Figure 1. M3 wires.
Scale bar: 20 um.
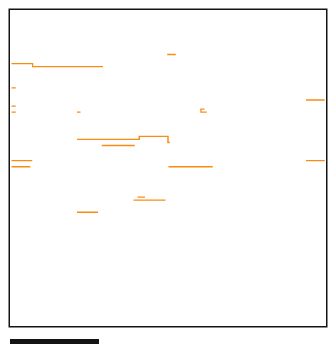
Figure 2. Cell sizes after repair.
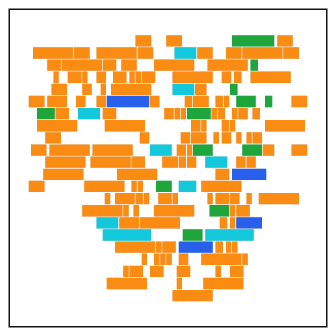
Figure 3. Signal wires on met1.
Scale bar: 20 um.
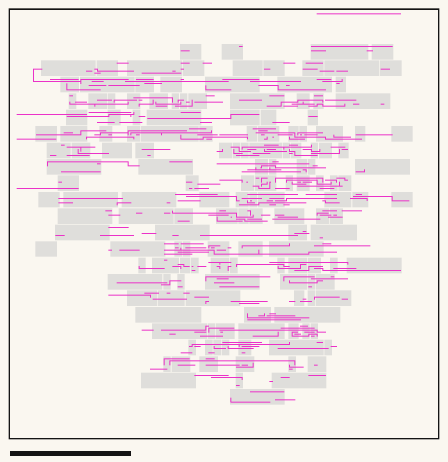
## src/rtl/ddr2_reset_sequencer.sv

```systemverilog
// ddr2_reset_sequencer
//   Brings the DDR2 controller out of reset once the PLL is locked and the
//   IDELAYCTRL is calibrated. It sequences the IDELAYCTRL reset and drops back
//   to reset on any loss of lock. It also keeps a lock-loss count and a
//   timeout flag for debug.
//
// Ports
//   CLK             200 MHz clock from the DDR2 PLL wrapper
//   RST_N           asynchronous active-low reset
//   LOCKED_IN       PLL lock, asynchronous to CLK
//   IDELAY_RDY_IN   IDELAYCTRL RDY, asynchronous to CLK
//   RST_N_OUT       active-low controller reset, registered
//   IDELAY_RST_OUT  active-high IDELAYCTRL reset, registered
//   STATE_OUT       current FSM state
//   LOCK_LOSS_CNT   saturating count of lock-loss events
//   TIMEOUT_OUT     sticky flag set when IDELAY ready did not arrive in time
module ddr2_reset_sequencer #(
    parameter int SYNC_STAGES     = 2,
    parameter int STABLE_CYCLES   = 1024,
    parameter int IDLY_RST_CYCLES = 16,
    parameter int IDLY_TIMEOUT    = 4096,
    parameter int HOLD_CYCLES     = 16
) (
    input  logic       CLK,
    input  logic       RST_N,
    input  logic       LOCKED_IN,
    input  logic       IDELAY_RDY_IN,
    output logic       RST_N_OUT,
    output logic       IDELAY_RST_OUT,
    output logic [2:0] STATE_OUT,
    output logic [7:0] LOCK_LOSS_CNT,
    output logic       TIMEOUT_OUT
);

    // The shared counter only ever reaches (largest timed length - 1).
    localparam int MAX_A = (STABLE_CYCLES > IDLY_RST_CYCLES) ? STABLE_CYCLES : IDLY_RST_CYCLES;
    localparam int MAX_B = (IDLY_TIMEOUT > HOLD_CYCLES) ? IDLY_TIMEOUT : HOLD_CYCLES;
    localparam int MAX_T = (MAX_A > MAX_B) ? MAX_A : MAX_B;
    localparam int CNT_W = (MAX_T > 1) ? $clog2(MAX_T) : 1;

    typedef logic [CNT_W-1:0] cnt_t;

    localparam cnt_t STABLE_LAST  = cnt_t'(STABLE_CYCLES - 1);
    localparam cnt_t IDLY_LAST    = cnt_t'(IDLY_RST_CYCLES - 1);
    localparam cnt_t TIMEOUT_LAST = cnt_t'(IDLY_TIMEOUT - 1);
    localparam cnt_t HOLD_LAST    = cnt_t'(HOLD_CYCLES - 1);
    localparam cnt_t FLUSH_CNT    = cnt_t'(SYNC_STAGES);

    typedef enum logic [2:0] {
        WAIT_LOCK = 3'd0,
        STABLE    = 3'd1,
        IDLY_RST  = 3'd2,
        IDLY_WAIT = 3'd3,
        HOLD      = 3'd4,
        RUN       = 3'd5
    } state_t;

    // ------------------------------------------------------------------
    // Input synchronizers
    // ------------------------------------------------------------------
    logic [SYNC_STAGES-1:0] lock_sync_reg, lock_sync_next;
    logic [SYNC_STAGES-1:0] rdy_sync_reg,  rdy_sync_next;
    logic                   lock_s, rdy_s;

    genvar gi;
    generate
        for (gi = 0; gi < SYNC_STAGES; gi++) begin : g_sync
            if (gi == 0) begin : g_first
                assign lock_sync_next[gi] = LOCKED_IN;
                assign rdy_sync_next[gi]  = IDELAY_RDY_IN;
            end else begin : g_chain
                assign lock_sync_next[gi] = lock_sync_reg[gi-1];
                assign rdy_sync_next[gi]  = rdy_sync_reg[gi-1];
            end
        end
    endgenerate

    always_ff @(posedge CLK or negedge RST_N) begin
        if (!RST_N) begin
            lock_sync_reg <= '0;
            rdy_sync_reg  <= '0;
        end else begin
            lock_sync_reg <= lock_sync_next;
            rdy_sync_reg  <= rdy_sync_next;
        end
    end

    assign lock_s = lock_sync_reg[SYNC_STAGES-1];
    assign rdy_s  = rdy_sync_reg[SYNC_STAGES-1];

    // ------------------------------------------------------------------
    // Sequencer
    // ------------------------------------------------------------------
    state_t     state_reg, state_next;
    cnt_t       cnt_reg, cnt_next;
    logic       timeout_hit;
    logic       lock_lost;
    logic       timed_state;
    logic       rst_n_out_reg;
    logic       idelay_rst_reg;
    logic [7:0] lock_loss_cnt_reg;
    logic       timeout_reg;

    always_comb begin
        state_next  = state_reg;
        timeout_hit = 1'b0;
        lock_lost   = 1'b0;
        case (state_reg)
            WAIT_LOCK: if (lock_s) state_next = STABLE;
            STABLE:    if (cnt_reg == STABLE_LAST) state_next = IDLY_RST;
            IDLY_RST:  if (cnt_reg == IDLY_LAST) state_next = IDLY_WAIT;
            IDLY_WAIT: begin
                // The first SYNC_STAGES cycles may still show a ready level
                // captured before the IDELAYCTRL reset took effect.
                if (rdy_s && (cnt_reg >= FLUSH_CNT)) begin
                    state_next = HOLD;
                end else if (cnt_reg == TIMEOUT_LAST) begin
                    state_next  = IDLY_RST;
                    timeout_hit = 1'b1;
                end
            end
            HOLD:      if (cnt_reg == HOLD_LAST) state_next = RUN;
            RUN:       state_next = RUN;
            default:   state_next = WAIT_LOCK;
        endcase
        // Loss of lock overrides everything, including a same-cycle timeout.
        if ((state_reg != WAIT_LOCK) && !lock_s) begin
            state_next  = WAIT_LOCK;
            timeout_hit = 1'b0;
            lock_lost   = 1'b1;
        end
    end

    assign timed_state = (state_reg == STABLE) || (state_reg == IDLY_RST) ||
                         (state_reg == IDLY_WAIT) || (state_reg == HOLD);

    // Counter restarts from zero on every state entry.
    assign cnt_next = ((state_next != state_reg) || !timed_state) ? '0 : cnt_reg + cnt_t'(1);

    always_ff @(posedge CLK or negedge RST_N) begin
        if (!RST_N) begin
            state_reg         <= WAIT_LOCK;
            cnt_reg           <= '0;
            rst_n_out_reg     <= 1'b0;
            idelay_rst_reg    <= 1'b1;
            lock_loss_cnt_reg <= 8'd0;
            timeout_reg       <= 1'b0;
        end else begin
            state_reg      <= state_next;
            cnt_reg        <= cnt_next;
            // Outputs decode the next state so they change on the same edge
            // as the state register.
            rst_n_out_reg  <= (state_next == RUN);
            idelay_rst_reg <= (state_next == WAIT_LOCK) || (state_next == STABLE) ||
                              (state_next == IDLY_RST);
            if (lock_lost && (lock_loss_cnt_reg != 8'hFF)) begin
                lock_loss_cnt_reg <= lock_loss_cnt_reg + 8'd1;
            end
            if (timeout_hit) begin
                timeout_reg <= 1'b1;
            end
        end
    end

    assign RST_N_OUT      = rst_n_out_reg;
    assign IDELAY_RST_OUT = idelay_rst_reg;
    assign STATE_OUT      = state_reg;
    assign LOCK_LOSS_CNT  = lock_loss_cnt_reg;
    assign TIMEOUT_OUT    = timeout_reg;

endmodule

```

## config.mk

```make
export PLATFORM = sky130hd
export DESIGN_NAME = ddr2_reset_sequencer
export DESIGN_NICKNAME = d
export VERILOG_FILES = /design/src/rtl/ddr2_reset_sequencer.sv
export SDC_FILE = /design/constraint.sdc
export NUM_CORES = 1
export LEC_CHECK = 0
export CORE_MARGIN = 4
export CORE_UTILIZATION = 38
export DETAILED_ROUTE_END_ITERATION = 8
export GPL_TIMING_DRIVEN = 0
export HOLD_SLACK_MARGIN = 0.15
export PLACE_DENSITY = 0.58
export SLEW_MARGIN = 25
export SYNTH_ARGS = -nofsm -noshare
export SYNTH_HDL_FRONTEND = slang
export SYNTH_SLANG_ARGS = --single-unit
```

## constraint.sdc

```tcl
create_clock -name CLK -period 3.4 [get_ports CLK]
set_input_delay 0.68 -clock CLK [delete_from_list [all_inputs] [get_ports CLK]]
set_output_delay 0.68 -clock CLK [all_outputs]
set_load 0.01 [all_outputs]
```

==> impl_metrics.tcl <==
# flow metrics
set metrics [dict create \
    crit_buf_inv 1 \
    flop_cell "dfrtp_1" \
    crit_chain "clkdlybuf4s50_1" \
    layout_top_cell "dfrtp_1" \
    cts_tree "yes" \
    cpPeakStageDelay_ns 0.58 \
    hp-start "lock_sync_reg[0]" \
    post_cts_resize_count 0 \
    synth.net_count 144 \
    slew-limit-headroom 0.565 \
    fa_ha_area_frac 0.0250 \
    synth.area.top_cells "dfrtp_1, xnor2_1, nor2_1, xor2_1, nand2_1" \
    dieWidth_um 70.8 \
    synth_cells 137 \
    min_period_ns 2.01 \
    wire_per_inst_um 13.2 \
    final_cell_mix "dfrtp_1, nor2_1, clkdlybuf4s50_1, nand2_1, xnor2_1" \
    yosys.stat.seqShare 0.501 \
    diodes 0 \
    path_delay_family "buffers and inverters" \
    worst_pin_slew_ns 0.652 \
    synthTopCellsByCount "dfrtp_1, nor2_1, nand2_1" \
    crit_path_max_fanout 8 \
    required_ns 2.72 \
    holdPathStages 0 \
    clk_latency_ns 0.28 \
    fp_util 0.401 \
    ys_area_um2 1500 \
    cts_made_buffers 5 \
    r2r_cells 7 \
    synthArstFlopShare 1.00 \
    cts.clk_slew.worst_paths_ns 0.07 \
    port_buffers 17 \
    place_congestion 0.873 \
    grt_pass1_vias 1067 \
    dieArea_um2 5020 \
    slew_violations 0 \
    holdBufCountCts 0 \
    warning_count 27 \
    h-tree-depth 2 \
    arrival_ns 1.33 \
    enable_flop_cells 0 \
    ys_sh_simple 0.240 \
    nets 168 \
    cpMaxStageDelayCell "clkdlybuf4s50_1" \
    hold_viol 0 \
    core_area_um2 3740 \
    clockBufferDepth 2 \
    largest_reg_flops 12 \
    worstSetupPathType "reg -> out" \
    crit_cells 1 \
    drive_above_1_share 0.154 \
    finalClockPeriodUsage 0.591 \
    hp-class "reg -> reg" \
    ant_nets 0 \
    crit-reg2reg-launch "cnt_reg[1]" \
    num_rows 22 \
    mux_area_frac 0.00751 \
    rsz0062_at_grt "no" \
    critPathLaunchType "register" \
    outcome "complete, no violations" \
    synth_top_cell_by_area "dfrtp_1" \
    p_leak_nw 0.802 \
    ys_cells 137 \
    dp_slack_ns 1.43 \
    ys_ff 30 \
    skew_ns 0.00787 \
    drt_iter0_drc 52 \
    die-height_um 70.8 \
    topCombFamilyByArea "simple AND/OR/NAND/NOR gates" \
    pin_count 18 \
    startpoint "STATE_OUT[0]" \
    dp_hpwl_mm 1.97 \
    endpoint_kind "output port" \
    cellPowerDensity_nw_per_um2 625 \
    vias_per_cell 5.09 \
    grt_max_degree 31 \
    ys_warn_count 0 \
    syn_area_per_cell_um2 11.0 \
    final.setup.tns_ns 0 \
    clock-sinks 30 \
    synthesis.area_um2 1500 \
    aoi_share 0.0976 \
    maxCapViolCount 0 \
    synth_cell_types 36 \
    drc_errors 0 \
    num-fill-cells 359 \
    grt_antenna_before_repair 0 \
    vdd_ir_drop_max_v 0.000374 \
    fmax_ghz 0.498 \
    cts-root-buf "clkbuf_8" \
    yosysMostFrequentCell "dfrtp_1" \
    setup_violations 0 \
    top_cell_area_share 0.484 \
    grt.overflow.total 0 \
    ys_sh_xor 0.0992 \
    grt_pass1_wl_mm 4.89 \
    grt.total_usage 0.123 \
    cts_setup_buffers 0 \
    dr.pass1.iters 4 \
]
## Picture notes: Figure 1
The layer holds 3.4% of the routed length. The layer carries 95.4 um of wire. The wires run mostly horizontal.

## Picture notes: Figure 2
Key: green = x2 [cells 12, share 7.4%]; orange = x1 and smaller [cells 137, share 85%]; cyan = x6 and larger [cells 9, share 5.6%]; blue = x3 and x4 [cells 4, share 2.5%]
Design Area, Final: 1870 um^2
P&R area growth vs syn: 24.5%
fin worst setup slack: 1.39 ns
nonclk buf count: 20

## Picture notes: Figure 3
The layer carries 1,320 um of wire. 150 nets have wire on it.
Vias: 1,068
grt met1 use: 0.162
wirelength, routed: 2.77 mm

==> final timing paths <==
path	end	slack, ns
worst max-delay path	STATE_OUT[0]	1.39
worst min-delay path	lock_sync_reg[1]	0.35
worst max register to register	cnt_reg[6]	1.44
worst min register to register	lock_sync_reg[1]	0.35
max in group asynchronous	cnt_reg[6]	2.55
min in group asynchronous	STATE_OUT[1]	0.42
==> per-stage QoR <==
step	std cells	utilization	hold WS (ns)	instance area, um^2	power (mW)
2_1_floorplan	137	-	0.331	1500	0.609
3_3_place_gp	202	0.462	0.339	1730	0.726
3_5_place_dp	202	0.461	0.336	1730	0.731
4_1_cts	210	0.499	0.351	1870	1.18
5_1_grt	210	0.499	0.356	1870	1.23
6_report	210	0.499	0.349	1870	1.17
==> per-layer routing <==
layer	vias to the layer above	routed length, um	global-route usage	part of all wire
li1	526	-	-	-
met1	515	1320	0.162	0.47
met2	20	1310	0.186	0.47
met3	7	95	0.0341	0.034
met4	0	58	0.0585	0.021
met5	-	0	0	0
==> report_power, final <==
group,internal [mW],total (mW),switching [mW]
logic,0.143,0.263,0.120
registers,0.402,0.460,0.0580
clock network,0.312,0.445,0.133
==> logic make-up (layout without fill, tap and decap cells) <==
kind of cell               count (synthesis)  count (layout)
AOI/OAI and AO/OA                         15              15
muxes                                      1               1
DFF                                       30              30
and+or+nand+nor                           62              62
xor gates and xnor gates                  17              17
buffers and inverters                      9              34
adders and majority gates                  3               3
==> area by class of cell <==
type                       instances  area (um^2)  share of cell area
clock inverter                     2         60.1              0.0322
clock buffer                       6         82.6              0.0442
tap                               48         60.1              0.0322
multi-input combinational         98          704               0.377
timing repair buffer              17          165              0.0884
sequential                        30          752               0.403
inverter                           6         22.5              0.0121
buffer                             3         21.3              0.0114
Power is estimated from default activity; no workload was simulated.
